## config.mk

```make
export PLATFORM = sky130hd
export DESIGN_NAME = kpn_adder_process
export DESIGN_NICKNAME = d
export VERILOG_FILES = /design/src/rtl/kpn_adder_process.sv
export SDC_FILE = /design/constraint.sdc
export NUM_CORES = 1
export LEC_CHECK = 0
export CAP_MARGIN = 20
export CORE_AREA = 4 4 90 92
export CTS_BUF_LIST = sky130_fd_sc_hd__clkbuf_8
export DETAILED_ROUTE_END_ITERATION = 7
export DIE_AREA = 0 0 94 96
export GPL_ROUTABILITY_DRIVEN = 0
export MAX_ROUTING_LAYER = met4
export SLEW_MARGIN = 15
export SYNTH_ARGS = -nofsm -noshare
export SYNTH_HDL_FRONTEND = slang
export SYNTH_SLANG_ARGS = --single-unit
```

## constraint.sdc

```tcl
create_clock -name clk -period 3.23 [get_ports clk]
set_input_delay 0.323 -clock clk [delete_from_list [all_inputs] [get_ports clk]]
set_output_delay 0.323 -clock clk [all_outputs]
set_load 0.02 [all_outputs]
```

## src/rtl/kpn_adder_process.sv

```systemverilog
// -----------------------------------------------------------------------------
// kpn_adder_process
//
// Kahn-process-network adder node. It takes one token from each of two
// first-word-fall-through input FIFOs (blocking read), adds them, and writes
// the sum to one downstream FIFO (blocking write). Each token moves through
// three states: WAIT_IN (capture the sum), POP (pop both inputs), and PUSH
// (write the output). Peak throughput is therefore one token every three
// cycles.
//
// Parameters
//   B         data word width for all channels
//   CW        token counter width
//   N_TOKENS  number of sums to produce before halting (0 = run forever)
//
// Ports
//   clk, reset_n        rising-edge clock, asynchronous active-low reset
//   en                  process enable, sampled only in WAIT_IN
//   a_data/a_empty/a_rd input channel A (head word, empty flag, pop strobe)
//   b_data/b_empty/b_rd input channel B (head word, empty flag, pop strobe)
//   out_data/out_full/out_wr
//                       output channel (sum, downstream full flag, write strobe)
//   token_count         sums written since reset (wraps when N_TOKENS = 0)
//   ovf                 sticky flag: some addition carried out of B bits
//   done                N_TOKENS sums have been written (N_TOKENS != 0)
//
// Build option
//   KPN_ADD_SAT_EN      when defined, a carry out saturates the sum to all
//                       ones instead of wrapping. ovf is set either way.
// -----------------------------------------------------------------------------
module kpn_adder_process #(
    parameter int B        = 16,
    parameter int CW       = 16,
    parameter int N_TOKENS = 0
) (
    input  logic          clk,
    input  logic          reset_n,
    input  logic          en,
    input  logic [B-1:0]  a_data,
    input  logic          a_empty,
    output logic          a_rd,
    input  logic [B-1:0]  b_data,
    input  logic          b_empty,
    output logic          b_rd,
    output logic [B-1:0]  out_data,
    input  logic          out_full,
    output logic          out_wr,
    output logic [CW-1:0] token_count,
    output logic          ovf,
    output logic          done
);

    typedef enum logic [1:0] {
        WAIT_IN = 2'd0,
        POP     = 2'd1,
        PUSH    = 2'd2
    } state_t;

    localparam logic [CW-1:0] N_TOK_C = CW'(N_TOKENS);
    localparam bit            HALT_EN = (N_TOKENS != 0);

    // The MSB of the result is the raw carry out. The low B bits are the
    // token to emit: wrapped, or saturated when the build option is set.
    function automatic logic [B:0] add_token(input logic [B-1:0] x, input logic [B-1:0] y);
        logic [B:0] s;
        s = {1'b0, x} + {1'b0, y};
`ifdef KPN_ADD_SAT_EN
        if (s[B]) begin
            s = {1'b1, {B{1'b1}}};
        end
`endif
        return s;
    endfunction

    state_t          state_r;
    state_t          state_next_s;
    logic            start_s;
    logic            pop_s;
    logic            wr_s;
    logic [B:0]      add_res_s;
    logic [CW-1:0]   count_inc_s;
    logic            done_hit_s;
    logic [B-1:0]    out_data_r;
    logic [CW-1:0]   token_count_r;
    logic            ovf_r;
    logic            done_r;

    // Adder and counter increment, evaluated every cycle.
    always_comb begin
        add_res_s   = add_token(a_data, b_data);
        count_inc_s = token_count_r + CW'(1);
        done_hit_s  = HALT_EN && (count_inc_s == N_TOK_C);
    end

    // Next-state and strobe decode. The pops are Moore outputs of POP. The
    // write depends on the state and on out_full.
    always_comb begin
        state_next_s = state_r;
        start_s      = 1'b0;
        pop_s        = 1'b0;
        wr_s         = 1'b0;
        case (state_r)
            WAIT_IN: begin
                // Blocking read: leave WAIT_IN only when both heads are
                // valid, and never after the halt count has been reached.
                if (en && !a_empty && !b_empty && !done_r) begin
                    start_s      = 1'b1;
                    state_next_s = POP;
                end else begin
                    state_next_s = WAIT_IN;
                end
            end
            POP: begin
                pop_s        = 1'b1;
                state_next_s = PUSH;
            end
            PUSH: begin
                // Blocking write: hold the token until downstream has room.
                if (!out_full) begin
                    wr_s         = 1'b1;
                    state_next_s = WAIT_IN;
                end else begin
                    state_next_s = PUSH;
                end
            end
            default: begin
                state_next_s = WAIT_IN;
            end
        endcase
    end

    // State register.
    always_ff @(posedge clk or negedge reset_n) begin
        if (!reset_n) begin
            state_r <= WAIT_IN;
        end else begin
            state_r <= state_next_s;
        end
    end

    // Datapath registers: captured sum, sticky overflow, counter, halt flag.
    always_ff @(posedge clk or negedge reset_n) begin
        if (!reset_n) begin
            out_data_r    <= {B{1'b0}};
            token_count_r <= {CW{1'b0}};
            ovf_r         <= 1'b0;
            done_r        <= 1'b0;
        end else begin
            if (start_s) begin
                out_data_r <= add_res_s[B-1:0];
                if (add_res_s[B]) begin
                    ovf_r <= 1'b1;
                end
            end
            if (wr_s) begin
                token_count_r <= count_inc_s;
                if (done_hit_s) begin
                    done_r <= 1'b1;
                end
            end
        end
    end

    assign a_rd        = pop_s;
    assign b_rd        = pop_s;
    assign out_wr      = wr_s;
    assign out_data    = out_data_r;
    assign token_count = token_count_r;
    assign ovf         = ovf_r;
    assign done        = done_r;

endmodule

```

==> reports/results.tsv, run 1 <==
metric	value	unit
unrepaired setup endpoints after global routing	no	
leakage	1.338	nW
yosys stat chip area	2163	um^2
synth unique cells	45	
status	complete, no violations	
Commonest flop	dfrtp_1	
Critical R2R Launch	state_r[0]	
htree depth	2	
Final Hold Viols	0	
num ports	75	
DPL Wire Length	4.115	mm
Crit path required time	3.42	ns
final hold slack	0.1010	ns
max incr delay on CP	0.43	ns
number of enable flip-flop cells	0	
syn nets	284	
crit end category	register	
layout cells sized above 1	4.651	%
maximum vdd drop	0.1855	mV
CP Depth	9	
Root Driver	clkbuf_8	
core area	7214	um^2
crit path DAT	2.84	ns
Init Core Util	29.99	%
mapped cell area	2163	um^2
clock net sink count	35	
# rows	31	
Crit-path slowest cell	fa_1	
Top area cell types	dfrtp_1 (40%), ha_1 (9.8%), xnor2_1 (5.7%), nand2_1 (4.9%), o21ai_0 (4.9%)	
clock slew seen by the registers of the worst setup and hold paths	0.08	ns
# resized after CTS	0	
FF-to-FF path depth	5	
CTS Hold Bufs	0	
CTS max path bufs	2	
via count	1920	
CP Launch Type	input port	
Crit path max-delay family	AND-OR/OR-AND gates	
Post CTS Setup Buffer Count	0	
R2R Path End	out_data[10]	
slew margin rel.	48.94	%
Fmax	0.3771	GHz
initial antenna violation count	0	
antenna viol nets, final	0	
vias per cell	4.800	
Setup TNS	0	ns
vias in the first global route	1797	
TritonCTS clock tree	built	
chip area	9024	um^2
buffers and inverters on the worst path	1	
Antenna Cells	0	
==> run 1: worst reg2reg max path: cells and delay by family (launching register included) <==
family / cells / cell delay [ns]
and+or+nand+nor: 1 / 0.71
AOI/OAI and AO/OA: 3 / 0.48
DFF: 1 / 0.41
buffers and inverters: 1 / 0.37
==> run 1: where the power goes <==
group | internal, mW | switching, mW
Sequential | 0.522 | 0.0662
Clock | 0.230 | 0.169
Combinational | 0.287 | 0.288
Total | 1.04 | 0.523
==> run 1: worst min path at each step <==
stage	from	to	cells after the start
floorplan	reset_n	out_data[0]	0
global placement	reset_n	token_count[0]	1
detailed placement	reset_n	token_count[0]	1
CTS	reset_n	out_data[0]	1
global route	reset_n	out_data[0]	1
finish	reset_n	out_data[0]	1
==> run 1: layout by cell type, fill, tap and decap left out, types with 2 or more instances in the layout <==
cell             netlist  final
xor2_1                 9      9
nand2b_1               4      4
a211oi_1               5      5
nor2b_1                2      2
a21oi_1               10     10
o21ai_0               21     21
nand4_1                9      9
nand3_1                8      8
nand2_1               28     28
dfrtp_1               35     35
inv_1                  5      5
xnor2_1               14     14
o21a_1                 2      2
o211ai_1               4      4
clkbuf_8               0      5
clkdlybuf4s50_1        0     72
and3_1                 4      4
o21bai_1               2      2
nor2_1                11     11
and2_1                 2      2
a21o_1                 7      7
ha_1                  17     17
==> run 1: layout make-up <==
type | instances | area, um^2
clock inverters | 3 | 43.79
flip-flops and latches | 35 | 875.8
inverters | 5 | 18.77
fillers | 731 | 4138
well taps | 99 | 123.9
multi-input cells | 180 | 1220
clock buffers | 5 | 68.82
repair buffers | 73 | 725.7
==> run 1: sequential cells by signal, summed over array words and instances, names as in the netlist <==
name         count
out_data        16
state_r          2
ovf              1
token_count     16
==> run 1: kinds of logic after synthesis <==
logic type	synth area share, %
other	0.1733
muxes	0.5205
xor gates and xnor gates	9.312
DFF	40.49
adders and majority gates	10.76
buffers and inverters	3.123
and+or+nand+nor	18.39
AOI/OAI and AO/OA	17.24
==> run 1: stage by stage <==
stage / instances / setup slack, ns / area (um^2) / power, mW
after CTS: 400 / 0.5726 / 3077 / 1.581
after floorplan: 228 / 0.9589 / 2163 / 0.8937
after global placement: 392 / 0.3166 / 2964 / 1.173
after detailed placement: 392 / 0.2825 / 2964 / 1.182
final: 400 / 0.5780 / 3077 / 1.562
after global routing: 400 / 0.4474 / 3077 / 1.653
==> run 1: metal layers <==
metal	track usage, %	part of all wire (%)	vias up
met5	-	0	-
met4	3.971	1.4	0
met3	2.815	6.4	6
met2	19.46	46	64
met1	14.53	46	882
li1	-	-	968
### Congestion heat map, run 1

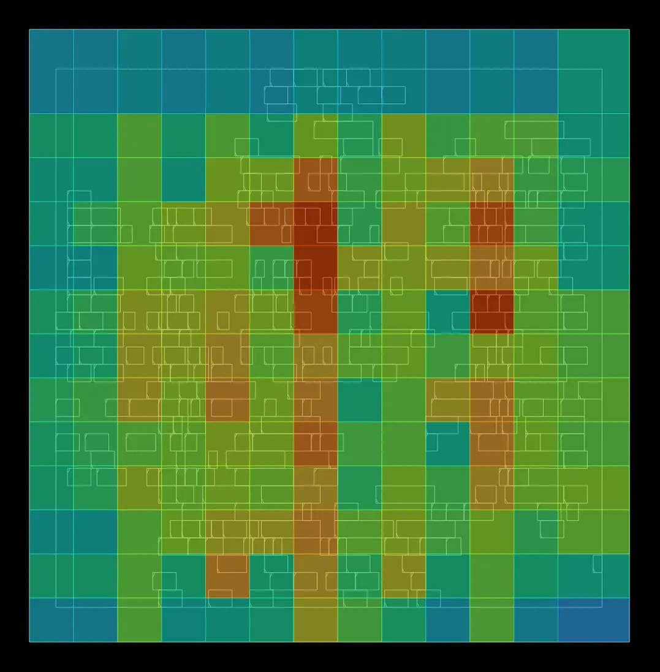
gr usage total: 11.90%
met1 usage: 14.53%
met3 Track Usage GR: 2.815%
Top Usage Layer GRT: met2
Finished Core Util: 42.65%

### Layout detail, run 1

Region (34, 36) to (59, 61) um. Cells in gray, sequential cells in the stronger gray; small squares are vias.
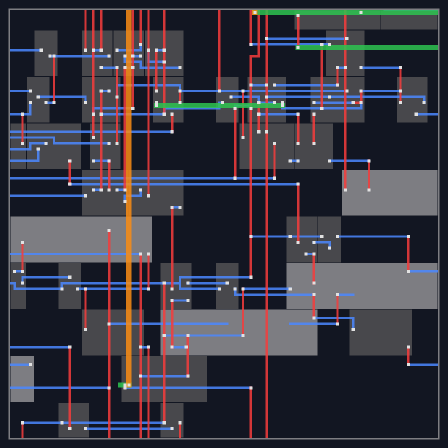
red -> M2
blue -> M1
orange -> M4
green -> M3
netlist names of flops here include = out_data (4)
cells with their middle in the window = 33
most frequent = o21ai_0 (5), nand2_1 (4), dfrtp_1 (4)
sequential cells in the window = 4

### Cell sizes after repair, run 1

Scale: 4 px per um.
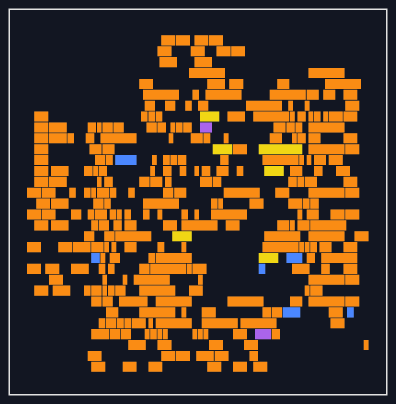
purple -> x3 and x4  # cells 2
orange -> x1 and smaller  # cells 287, most used clkdlybuf4s50_1
blue -> x2  # cells 6
yellow -> x6 and larger  # cells 6, most used clkbuf_8
Syn-to-layout area delta: 42.22%
Plain + repair buffers: 73

## Run 2: what changed since run 1
- clock period: 3.23 -> 2.7 ns (I/O delays scaled with it)
### Sequential cells grouped by signal name, run 2

Scale: 4 px per um. Other sequential cells in the stronger gray, the rest of the logic in the fainter gray.
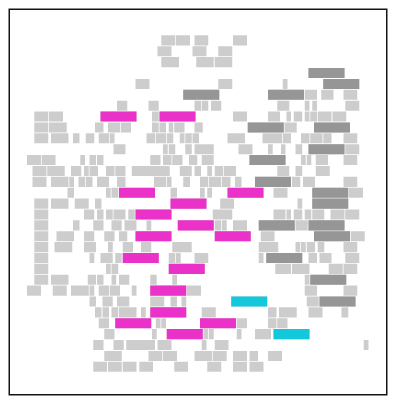
magenta -> out_data  # sequential cells 16
cyan -> state_r  # sequential cells 2
not colored = 17
sequential power: 0.704 mW
sequential cell area share: 28.37%

==> run 2 against run 1 <==
Worst hold slack worse by 0.036 ns. Final area grew 0.33%. Total power is 13% higher. Register-to-register slack lost 0.37 ns. Largest cell class unchanged. Via count is 0.99% lower. Sequential share of layout area decreased by 0.092 points. Final cell count grew 1.0%. Non-clock buffer count up 4. Highest routed layer unchanged.
==> reports/results.tsv, run 2 <==
metric	value	unit	change
status	complete, no violations		unchanged
switching power	0.6177	mW	was 0.5231 mW
Synth Area in Simple Gates	18.39	%	unchanged
via count	1901		was 1920
maximum vdd drop	0.1993	mV	was 0.1855 mV
placed cells	396		was 392
initial antenna violation count	0		unchanged
buffers and inverters on the worst path	1		unchanged
htree depth	2		unchanged
fin area	3087	um^2	was 3077 um^2
unrepaired setup endpoints after global routing	no		unchanged
CTS max path bufs	2		unchanged
Crit path required time	2.88	ns	was 3.42 ns
Finished Core Util	42.79	%	was 42.65%
# rows	31		unchanged
Logic pwr share	39.4	%	was 36.9%
DPL Wire Length	4.118	mm	was 4.115 mm
vias in the first global route	1776		was 1797
Top area cell types	dfrtp_1 (40%), ha_1 (9.8%), xnor2_1 (5.7%), nand2_1 (4.9%), o21ai_0 (4.9%)		unchanged
AND-OR/OR-AND Cells, Area Fraction	17.24	%	unchanged
max incr delay on CP	0.43	ns	about the same
Adder Area Share	10.76	%	unchanged
Post CTS Setup Buffer Count	0		unchanged
crit end category	register		unchanged
FF-to-FF path depth	5		unchanged
vias per cell	4.705		was 4.800
mapped cell area	2163	um^2	unchanged
CP Launch Type	input port		unchanged
num ports	75		unchanged
Final Hold Viols	0		unchanged
Commonest flop	dfrtp_1		unchanged
clock slew seen by the registers of the worst setup and hold paths	0.07	ns	was 0.08 ns
switch share	34.96	%	was 33.49%
most instantiated logic cells after routing	clkdlybuf4s50_1 (72), dfrtp_1 (35), nand2_1 (28)		unchanged
crit path DAT	2.70	ns	was 2.84 ns
synth unique cells	45		unchanged
Clock Power Share	20.7	%	was 25.5%
Crit-path slowest cell	fa_1		unchanged
Antenna Cells	0		unchanged
Placed Area	2994	um^2	was 2964 um^2
Syn-to-layout area delta	42.68	%	was 42.22%
core area	7214	um^2	unchanged
syn nets	284		unchanged
Filler cells	757		was 731
Commonest Layout Cell	clkdlybuf4s50_1		unchanged
Mux area share	0.5205	%	unchanged
number of enable flip-flop cells	0		unchanged
-- run 2: cell counts after synthesis --
Identical to the previous run, type by type.
-- run 2: power groups by stage --
stage / sequential, mW / combinational [mW] / clock (mW)
after floorplan: 0.825 / 0.244 / 0
after global placement: 0.714 / 0.695 / 0
after detailed placement: 0.716 / 0.703 / 0
after CTS: 0.706 / 0.705 / 0.374
after global routing: 0.721 / 0.761 / 0.409
final: 0.704 / 0.697 / 0.366
-- run 2: per-layer routing --
layer	wire length [um]	global-route usage (%)
met1	2514	15.51
met2	2351	19.40
met3	310	3.206
met4	20	2.527
met5	0	-
-- run 2: metrics by stage --
stage                     worst slack [ns]  hold slack (ns)  total power [mW]
after floorplan                     0.4819         -0.02559             1.069
after global placement             -0.1392           0.4030             1.409
after detailed placement           -0.1673           0.4081             1.419
after CTS                           0.1162          0.09701             1.785
after global routing             0.0002265           0.1255             1.891
final                               0.1841          0.06464             1.767
-- run 2: area by class of cell --
type	instances	area, um^2	area share (%)
repair buffers	77	755.7	24.48
clock buffers	5	68.82	2.229
clock inverters	3	12.51	0.4054
inverters	5	18.77	0.6080
flip-flops and latches	35	875.8	28.37
multi-input cells	180	1231	39.89
well taps	99	123.9	4.013
-- run 2: final timing paths --
check / from / endpoint
worst max-delay path: a_data[0] / ovf
worst min-delay path: reset_n / state_r[1]
worst max register to register: state_r[0] / out_data[13]
worst min register to register: ovf / ovf
max in group asynchronous: reset_n / out_data[15]
min in group clk: ovf / ovf
-- run 2: logic make-up (layout without fill, tap and decap cells) --
family / after synthesis / in the layout
and+or+nand+nor: 78 / 78
AOI/OAI and AO/OA: 59 / 59
DFF: 35 / 35
xor gates and xnor gates: 23 / 23
adders and majority gates: 18 / 18
buffers and inverters: 13 / 90
other: 1 / 1
muxes: 1 / 1
-- run 2: repair_timing --
action / in CTS / in global routing
hold buffers: 0 / 0
endpoints found under the setup margin: 0 / 2
gates resized: 0 / 2
-- run 2: worst reg2reg max path, delay by kind of cell, from the launching register on --
family                 cells  cell delay, ns
AND-OR/OR-AND              2            0.26
AND/OR/NAND/NOR            2            0.90
flip-flops                 1            0.41
buffers and inverters      1            0.24
## Run 3: what changed since run 2
- ABC_AREA: unset -> 1
- CORE_AREA: 4 4 90 92 -> 4 4 98 100
- DIE_AREA: 0 0 94 96 -> 0 0 102 104
### Cell sizes after repair, run 3

Scale: 4 px per um.
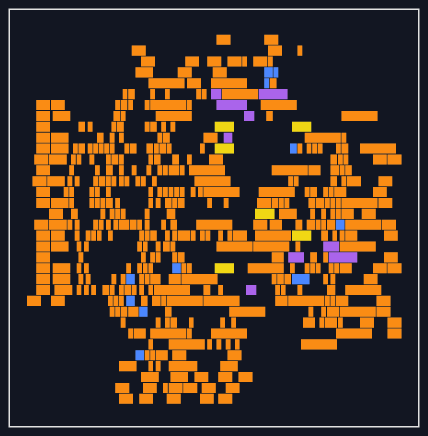
blue -> x2  # cells 11, most used or2_2
yellow -> x6 and larger  # cells 6, most used clkbuf_8
orange -> x1 and smaller  # cells 413, most used nand2_1
purple -> x3 and x4  # cells 9, most used buf_4
fin area: 3487 um^2
Syn-to-layout area delta: 36.82%
Plain + repair buffers: 76
fin worst setup slack: 0.6390 ns

==> run 3 against run 2 <==
Final area is 13% higher. Worst hold slack better by 0.40 ns. Critical path depth is 5 lower. Critical endpoint is now out_wr. Largest cell class unchanged.
==> reports/results.tsv, run 3 <==
metric	value	unit	change
status	complete, no violations		unchanged
placed cells	540		was 396
most instantiated logic cells after routing	nand2_1 (136), clkdlybuf4s50_1 (73), inv_1 (49)		was clkdlybuf4s50_1 (72), dfrtp_1 (35), nand2_1 (28)
maximum vdd drop	0.2459	mV	was 0.1993 mV
crit path DAT	1.79	ns	was 2.70 ns
core area	8678	um^2	was 7214 um^2
# rows	34		was 31
initial antenna violation count	0		unchanged
yosys stat chip area	2549	um^2	was 2163 um^2
DPL Wire Length	5.030	mm	was 4.118 mm
Final Hold Viols	0		unchanged
syn nets	416		was 284
TritonCTS clock tree	built		unchanged
mapped cell area	2549	um^2	was 2163 um^2
Synth Seq Share	34.36	%	was 40.49%
htree depth	2		unchanged
antenna viol nets, final	0		unchanged
vias per cell	4.497		was 4.705
total power	1.926	mW	was 1.767 mW
Fmax	0.4852	GHz	was 0.3975 GHz
cell taking the most area after synthesis	dfrtp_1		unchanged
Crit-path slowest cell	clkdlybuf4s50_1		was fa_1
Commonest flop	dfrtp_1		unchanged
clock slew seen by the registers of the worst setup and hold paths	0.07	ns	about the same
num ports	75		unchanged
via count	2460		was 1901
Top area cell types	dfrtp_1 (34%), nand2_1 (20%), ha_1 (8.3%), inv_1 (7.2%), nand3_1 (4.5%)		was dfrtp_1 (40%), ha_1 (9.8%), xnor2_1 (5.7%), nand2_1 (4.9%), o21ai_0 (4.9%)
chip area	10610	um^2	was 9024 um^2
gr usage total	12.26	%	was 12.11%
layout cells sized above 1	5.923	%	was 5.246%
Crit path required time	2.43	ns	was 2.88 ns
clock net sink count	35		unchanged
leakage	1.789	nW	was 1.351 nW
CTS max path bufs	2		unchanged
CTS Hold Bufs	0		unchanged
Finished Core Util	40.18	%	was 42.79%
final hold slack	0.4622	ns	was 0.06464 ns
number of enable flip-flop cells	0		unchanged
Placed Area	3400	um^2	was 2994 um^2
synth unique cells	28		was 45
buffers and inverters on the worst path	3		was 1
Commonest Layout Cell	nand2_1		was clkdlybuf4s50_1
Antenna Cells	0		unchanged
## run 3: cell types whose count changed after synthesis, moves of 5 or more
cell / change
o21ai_0: -12
xnor2_1: -7
nor2_1: +15
nor3_1: +6
nand2_1: +108
inv_1: +44
a21o_1: -7
nand3_1: +15
a211oi_1: -5
## run 3: layout make-up
cell class,count,area (um^2)
fill,940,5191
multi-input combinational,268,1434
sequential,35,875.8
timing repair buffer,76,753.2
inverter,53,201.4
tap,108,135.1
clock buffer,6,82.58
clock inverter,1,5.005
## run 3: worst register-to-register path, stage by stage, from the launching register on
cell     delay (ns)
dfrtp_1        0.46
nand3_1        0.23
nor3_1         0.29
nand3_1        0.11
nand2_1        0.07
nand2_1        0.04
nand2_1        0.04
o21ai_0        0.08
## run 3: cells by family (layout without fill, tap and decap cells)
logic type / Yosys count / in the layout / synth area share, %
fa+ha+maj: 18 / 18 / 9.131
xor+xnor: 16 / 16 / 5.499
flops: 35 / 35 / 34.36
other cells: 1 / 1 / 0.1471
simple gates: 215 / 215 / 37.90
buf+inv: 57 / 136 / 9.377
compound gates: 18 / 18 / 3.584
## run 3: routing by layer
metal	global-route usage (%)	up-vias	routed length, um	part of all wire, %
met3	2.280	9	336	5.6
met4	3.280	0	107	1.8
met1	13.90	1119	2538	43
li1	-	1275	-	-
met5	-	-	0	0
met2	21.77	57	2978	50
## run 3: final timing paths
kind                           startpoint               to  cells after the start
setup / recovery                 out_full           out_wr                      4
hold / removal                    reset_n   token_count[7]                      1
setup reg to reg           token_count[2]  token_count[15]                      7
hold reg to reg                       ovf              ovf                      2
max in group asynchronous         reset_n      out_data[9]                      2
min in group clk                      ovf              ovf                      2
## run 3: power by group
group	total (mW)	switching, mW	internal [mW]
combinational	0.809	0.431	0.378
clock	0.378	0.178	0.200
sequential	0.740	0.104	0.636

## Gallery

Signal wires on met2.
Scale: 4 px per um.
picture 1
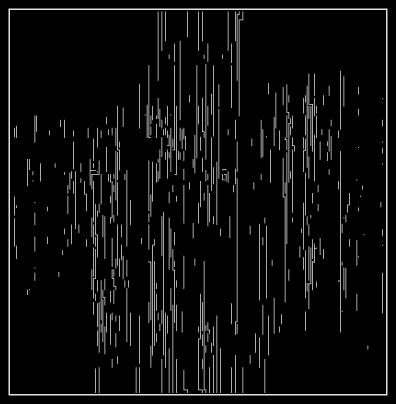
picture 2
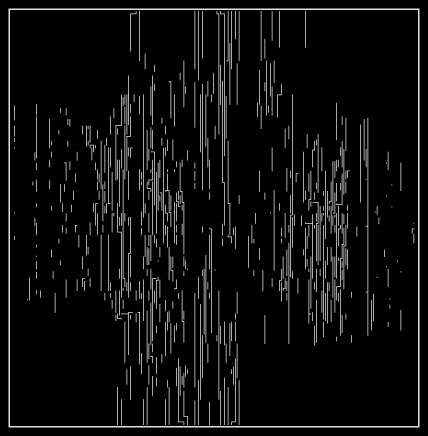
For run 3, see picture 2.
For run 2, see picture 1.
Of these, largest die: picture 2

Key to picture 1:
longest straight run = 45.2 um
nets with wire on the layer = 304
wire length on this layer = 2350 um
main direction = vertical
share of all routed wire = 45%

No activity file was given, so power comes from the tool's default toggle rates.
